--- src/rtl/systolic_seq_pkg.sv ---
// Shared types and constants for the systolic array run sequencer.
package systolic_seq_pkg;

  typedef enum logic [2:0] {
    IDLE,
    CLEAR,
    FETCH,
    DRAIN,
    READOUT,
    DONE
  } seq_state_e;

  localparam int DEF_ARRAY_DIM = 4;
  localparam int NUM_RESULTS   = DEF_ARRAY_DIM * DEF_ARRAY_DIM;
  localparam int RES_SEL_W     = $clog2(NUM_RESULTS);

endpackage

--- src/rtl/seq_valid_delay.sv ---
// Fixed-latency valid shift register: re-times the BRAM enable so it lines up
// with read data arriving at the array inputs. Synchronous clear flushes it.
module seq_valid_delay #(
  parameter int LAT = 1
) (
  input  logic clk_i,
  input  logic clr_i,
  input  logic vld_i,
  output logic vld_o
);

  logic [LAT-1:0] vld_q;

  always_ff @(posedge clk_i) begin
    if (clr_i) begin
      vld_q <= '0;
    end else begin
      vld_q[0] <= vld_i;
      for (int i = 1; i < LAT; i++) begin
        vld_q[i] <= vld_q[i-1];
      end
    end
  end

  assign vld_o = vld_q[LAT-1];

endmodule

--- src/rtl/systolic_seq_ctrl.sv ---
// Single-shot run sequencer for the Booth systolic array and operand BRAMs A/B.
// Define SEQ_PERF_CNT_EN to add the last_run_cycles performance output.
module systolic_seq_ctrl
  import systolic_seq_pkg::*;
#(
  parameter int ADDR_WIDTH   = 3,
  parameter int K_LEN        = 8,
  parameter int BRAM_LAT     = 1,
  parameter int DRAIN_CYCLES = 7,
  parameter int ARRAY_DIM    = DEF_ARRAY_DIM
) (
  input  logic                                   clk,
  input  logic                                   reset,
  input  logic                                   start,
  output logic                                   busy,
  output logic                                   done,
  output logic                                   ena,
  output logic                                   enb,
  output logic [ADDR_WIDTH-1:0]                  addra,
  output logic [ADDR_WIDTH-1:0]                  addrb,
  output logic                                   arr_clear,
  output logic                                   arr_feed,
  output logic [$clog2(ARRAY_DIM*ARRAY_DIM)-1:0] res_sel,
  output logic                                   res_valid,
  input  logic                                   res_ready
`ifdef SEQ_PERF_CNT_EN
  ,
  output logic [15:0]                            last_run_cycles
`endif
);

  localparam int NRES      = ARRAY_DIM * ARRAY_DIM;
  localparam int SEL_W     = $clog2(NRES);
  localparam int DRAIN_LEN = BRAM_LAT + DRAIN_CYCLES;
  localparam int DCNT_W    = $clog2(DRAIN_LEN + 1);

  localparam logic [ADDR_WIDTH-1:0] ADDR_LAST = ADDR_WIDTH'(K_LEN - 1);
  localparam logic [SEL_W-1:0]      SEL_LAST  = SEL_W'(NRES - 1);
  localparam logic [DCNT_W-1:0]     DCNT_LOAD = DCNT_W'(DRAIN_LEN);

  seq_state_e              state_q, state_d;
  logic [ADDR_WIDTH-1:0]   addr_q, addr_d;
  logic [DCNT_W-1:0]       dcnt_q, dcnt_d;
  logic [SEL_W-1:0]        rsel_q, rsel_d;
  logic                    busy_q, busy_d;
  logic                    done_q, done_d;
  logic                    ena_q, ena_d;
  logic                    clr_q, clr_d;
  logic                    rvld_q, rvld_d;

  always_comb begin
    state_d = state_q;
    addr_d  = addr_q;
    dcnt_d  = dcnt_q;
    rsel_d  = rsel_q;

    case (state_q)
      IDLE: begin
        if (start) state_d = CLEAR;
      end
      CLEAR: begin
        state_d = FETCH;
        addr_d  = '0;
      end
      FETCH: begin
        if (addr_q == ADDR_LAST) begin
          state_d = DRAIN;
          addr_d  = '0;
          dcnt_d  = DCNT_LOAD;
        end else begin
          addr_d = addr_q + ADDR_WIDTH'(1);
        end
      end
      DRAIN: begin
        // Counter spans BRAM latency plus array drain so READOUT sees final sums.
        dcnt_d = dcnt_q - DCNT_W'(1);
        if (dcnt_q == DCNT_W'(1)) begin
          state_d = READOUT;
          rsel_d  = '0;
        end
      end
      READOUT: begin
        if (res_ready) begin
          if (rsel_q == SEL_LAST) begin
            state_d = DONE;
            rsel_d  = '0;
          end else begin
            rsel_d = rsel_q + SEL_W'(1);
          end
        end
      end
      DONE: begin
        state_d = IDLE;
      end
      default: begin
        state_d = IDLE;
      end
    endcase

    // Outputs are decoded from the next state so they are registered alongside it.
    busy_d = (state_d != IDLE);
    done_d = (state_d == DONE);
    ena_d  = (state_d == FETCH);
    clr_d  = (state_d == CLEAR);
    rvld_d = (state_d == READOUT);
  end

  always_ff @(posedge clk) begin
    if (reset) begin
      state_q <= IDLE;
      addr_q  <= '0;
      dcnt_q  <= '0;
      rsel_q  <= '0;
      busy_q  <= 1'b0;
      done_q  <= 1'b0;
      ena_q   <= 1'b0;
      clr_q   <= 1'b0;
      rvld_q  <= 1'b0;
    end else begin
      state_q <= state_d;
      addr_q  <= addr_d;
      dcnt_q  <= dcnt_d;
      rsel_q  <= rsel_d;
      busy_q  <= busy_d;
      done_q  <= done_d;
      ena_q   <= ena_d;
      clr_q   <= clr_d;
      rvld_q  <= rvld_d;
    end
  end

  seq_valid_delay #(
    .LAT (BRAM_LAT)
  ) u_feed_dly (
    .clk_i (clk),
    .clr_i (reset),
    .vld_i (ena_q),
    .vld_o (arr_feed)
  );

  assign busy      = busy_q;
  assign done      = done_q;
  assign ena       = ena_q;
  assign enb       = ena_q;
  assign addra     = addr_q;
  assign addrb     = addr_q;
  assign arr_clear = clr_q;
  assign res_sel   = rsel_q;
  assign res_valid = rvld_q;

`ifdef SEQ_PERF_CNT_EN
  logic [15:0] run_cnt_q, run_cnt_d;
  logic [15:0] last_q, last_d;

  function automatic logic [15:0] sat_inc16(input logic [15:0] v);
    return (v == 16'hFFFF) ? v : v + 16'd1;
  endfunction

  // The DONE cycle itself is part of the run, hence the increment on capture.
  always_comb begin
    run_cnt_d = run_cnt_q;
    last_d    = last_q;
    if (done_q) begin
      last_d    = sat_inc16(run_cnt_q);
      run_cnt_d = '0;
    end else if (busy_q) begin
      run_cnt_d = sat_inc16(run_cnt_q);
    end
  end

  always_ff @(posedge clk) begin
    if (reset) begin
      run_cnt_q <= '0;
      last_q    <= '0;
    end else begin
      run_cnt_q <= run_cnt_d;
      last_q    <= last_d;
    end
  end

  assign last_run_cycles = last_q;
`endif

endmodule

--- config.mk ---
export PLATFORM = sky130hd
export DESIGN_NAME = systolic_seq_ctrl
export DESIGN_NICKNAME = d
export VERILOG_FILES = /design/src/rtl/systolic_seq_pkg.sv /design/src/rtl/seq_valid_delay.sv /design/src/rtl/systolic_seq_ctrl.sv
export SDC_FILE = /design/constraint.sdc
export NUM_CORES = 1
export LEC_CHECK = 0
export ABC_AREA = 1
export ABC_CLOCK_PERIOD_IN_PS = 2200
export CAP_MARGIN = 10
export CELL_PAD_IN_SITES_DETAIL_PLACEMENT = 1
export CELL_PAD_IN_SITES_GLOBAL_PLACEMENT = 1
export CORE_ASPECT_RATIO = 1.5
export CORE_MARGIN = 4
export CORE_UTILIZATION = 37
export DETAILED_ROUTE_END_ITERATION = 10
export HOLD_SLACK_MARGIN = 0.03
export PLACE_DENSITY = 0.89
export SLEW_MARGIN = 20
export SYNTH_ARGS = -nofsm -noshare
export SYNTH_HDL_FRONTEND = slang
export SYNTH_SLANG_ARGS = --single-unit
--- constraint.sdc ---
create_clock -name clk -period 2.2 [get_ports clk]
set_input_delay 0.55 -clock clk [delete_from_list [all_inputs] [get_ports clk]]
set_output_delay 0.55 -clock clk [all_outputs]
set_load 0.01 [all_outputs]
==> flow_summary_export.csv <==
group,metric,value,unit
run_status,outcome,"finished clean",
finish,flow.area_growth_from_synthesis,24.36,%
logic_synthesis,largest_cells_by_area_after_synthesis,"sky130_fd_sc_hd__dfxtp_1 (43%), sky130_fd_sc_hd__nand2_1 (13%), sky130_fd_sc_hd__inv_1 (6.9%)",
finish,final_common_cell,"sky130_fd_sc_hd__nand2_1",
placement,pre_cts_ws,519.4,ps
route,met2_wirelength_from_detailed_routing,1300,um
clocking,cts_h_tree_depth,1,
setup_path,r2r_setup_slack,820,ps
finish,final-seq-area,400.4,um2
route,postRouteWirelength,2232,um
clocking,clock_tree.buffer_depth,2,
clocking,number_of_buffers_created_by_cts,3,
clocking,clock_insertion_delay_worst_skew,290,ps
pwr,p_clk,0.000169,W
finish,insertedDiodeCount,0,
final_timing,skew,6.603,ps
logic_synthesis,synth.cellmix.xorXnorShare,0.009472,
final_timing,worst_slew_pin_slew,248.4,ps
route,routed_metal_1_wirelength,833,um
min_path,holdCritPathClass,"flop to flop",
finish,n_all_buffers,21,
floorplanning,floorplan.die_area,3379,um2
finish,largest_cell_class,"logic gates",
finish,mi_logic_area,419.2,um2
placement,place.port_buffers,20,
flow_run,tool_warnings,27,
logic_synthesis,yosys-top-cells-count,"sky130_fd_sc_hd__nand2_1 (32), sky130_fd_sc_hd__dfxtp_1 (20), sky130_fd_sc_hd__inv_1 (17)",
setup_path,worst_setup_path_start_kind,"flop",
final_timing,holdWs,453.0,ps
flow_run,timing.max_cap.violations,0,
pwr,power.density_cell_area,572.1,nW/um2
logic_synthesis,synth.mux.area_fraction,0,
setup_path,path_depth,1,
setup_path,worstSetupEndpointType,"output pin",
floorplanning,die_y,69.23,um
floorplanning,fp_util,0.3999,
final_timing,maxClockFrequency,536.5,MHz
final_timing,postLayoutSetupSlackWorst,336.1,ps
clocking,cts.sink_count,20,
logic_synthesis,yosysChipArea,924.6,um2
floorplanning,pin_count,21,
setup_path,rr_startpoint,"addra[0]",
clocking,postCtsSetupRepairBufs,0,
setup_path,critical-path-slowest-cell,"sky130_fd_sc_hd__clkdlybuf4s50_1",
final_timing,min_period,1864,ps
min_path,hold_depth,2,
setup_path,max_stage_delay,580,ps
finish,multiInputCombCellCount,83,
Cell sizes after repair:
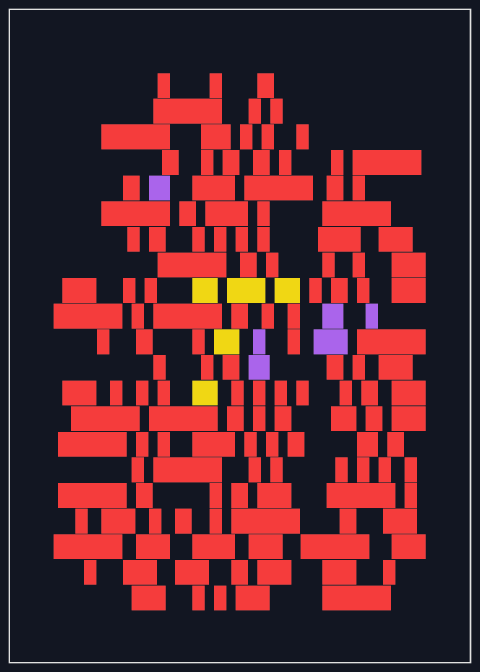
Red shows _0 and _1 cells, cells 135, share 92%. Yellow shows _3 and _4 cells, cells 5, share 3.4%. Purple shows _2 cells, cells 6, share 4.1%.

Gate families picked out:
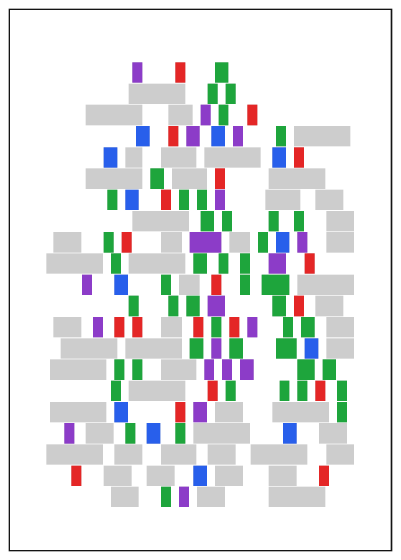
Blue shows aoi and oai cells, cells 12, most used a21oi_1. Red shows inv cells, cells 19, most used inv_1. Green shows nand cells, cells 45, most used nand2_1. Purple shows nor cells, cells 19, most used nor2_1.

Power and IR drop assume default switching activity.
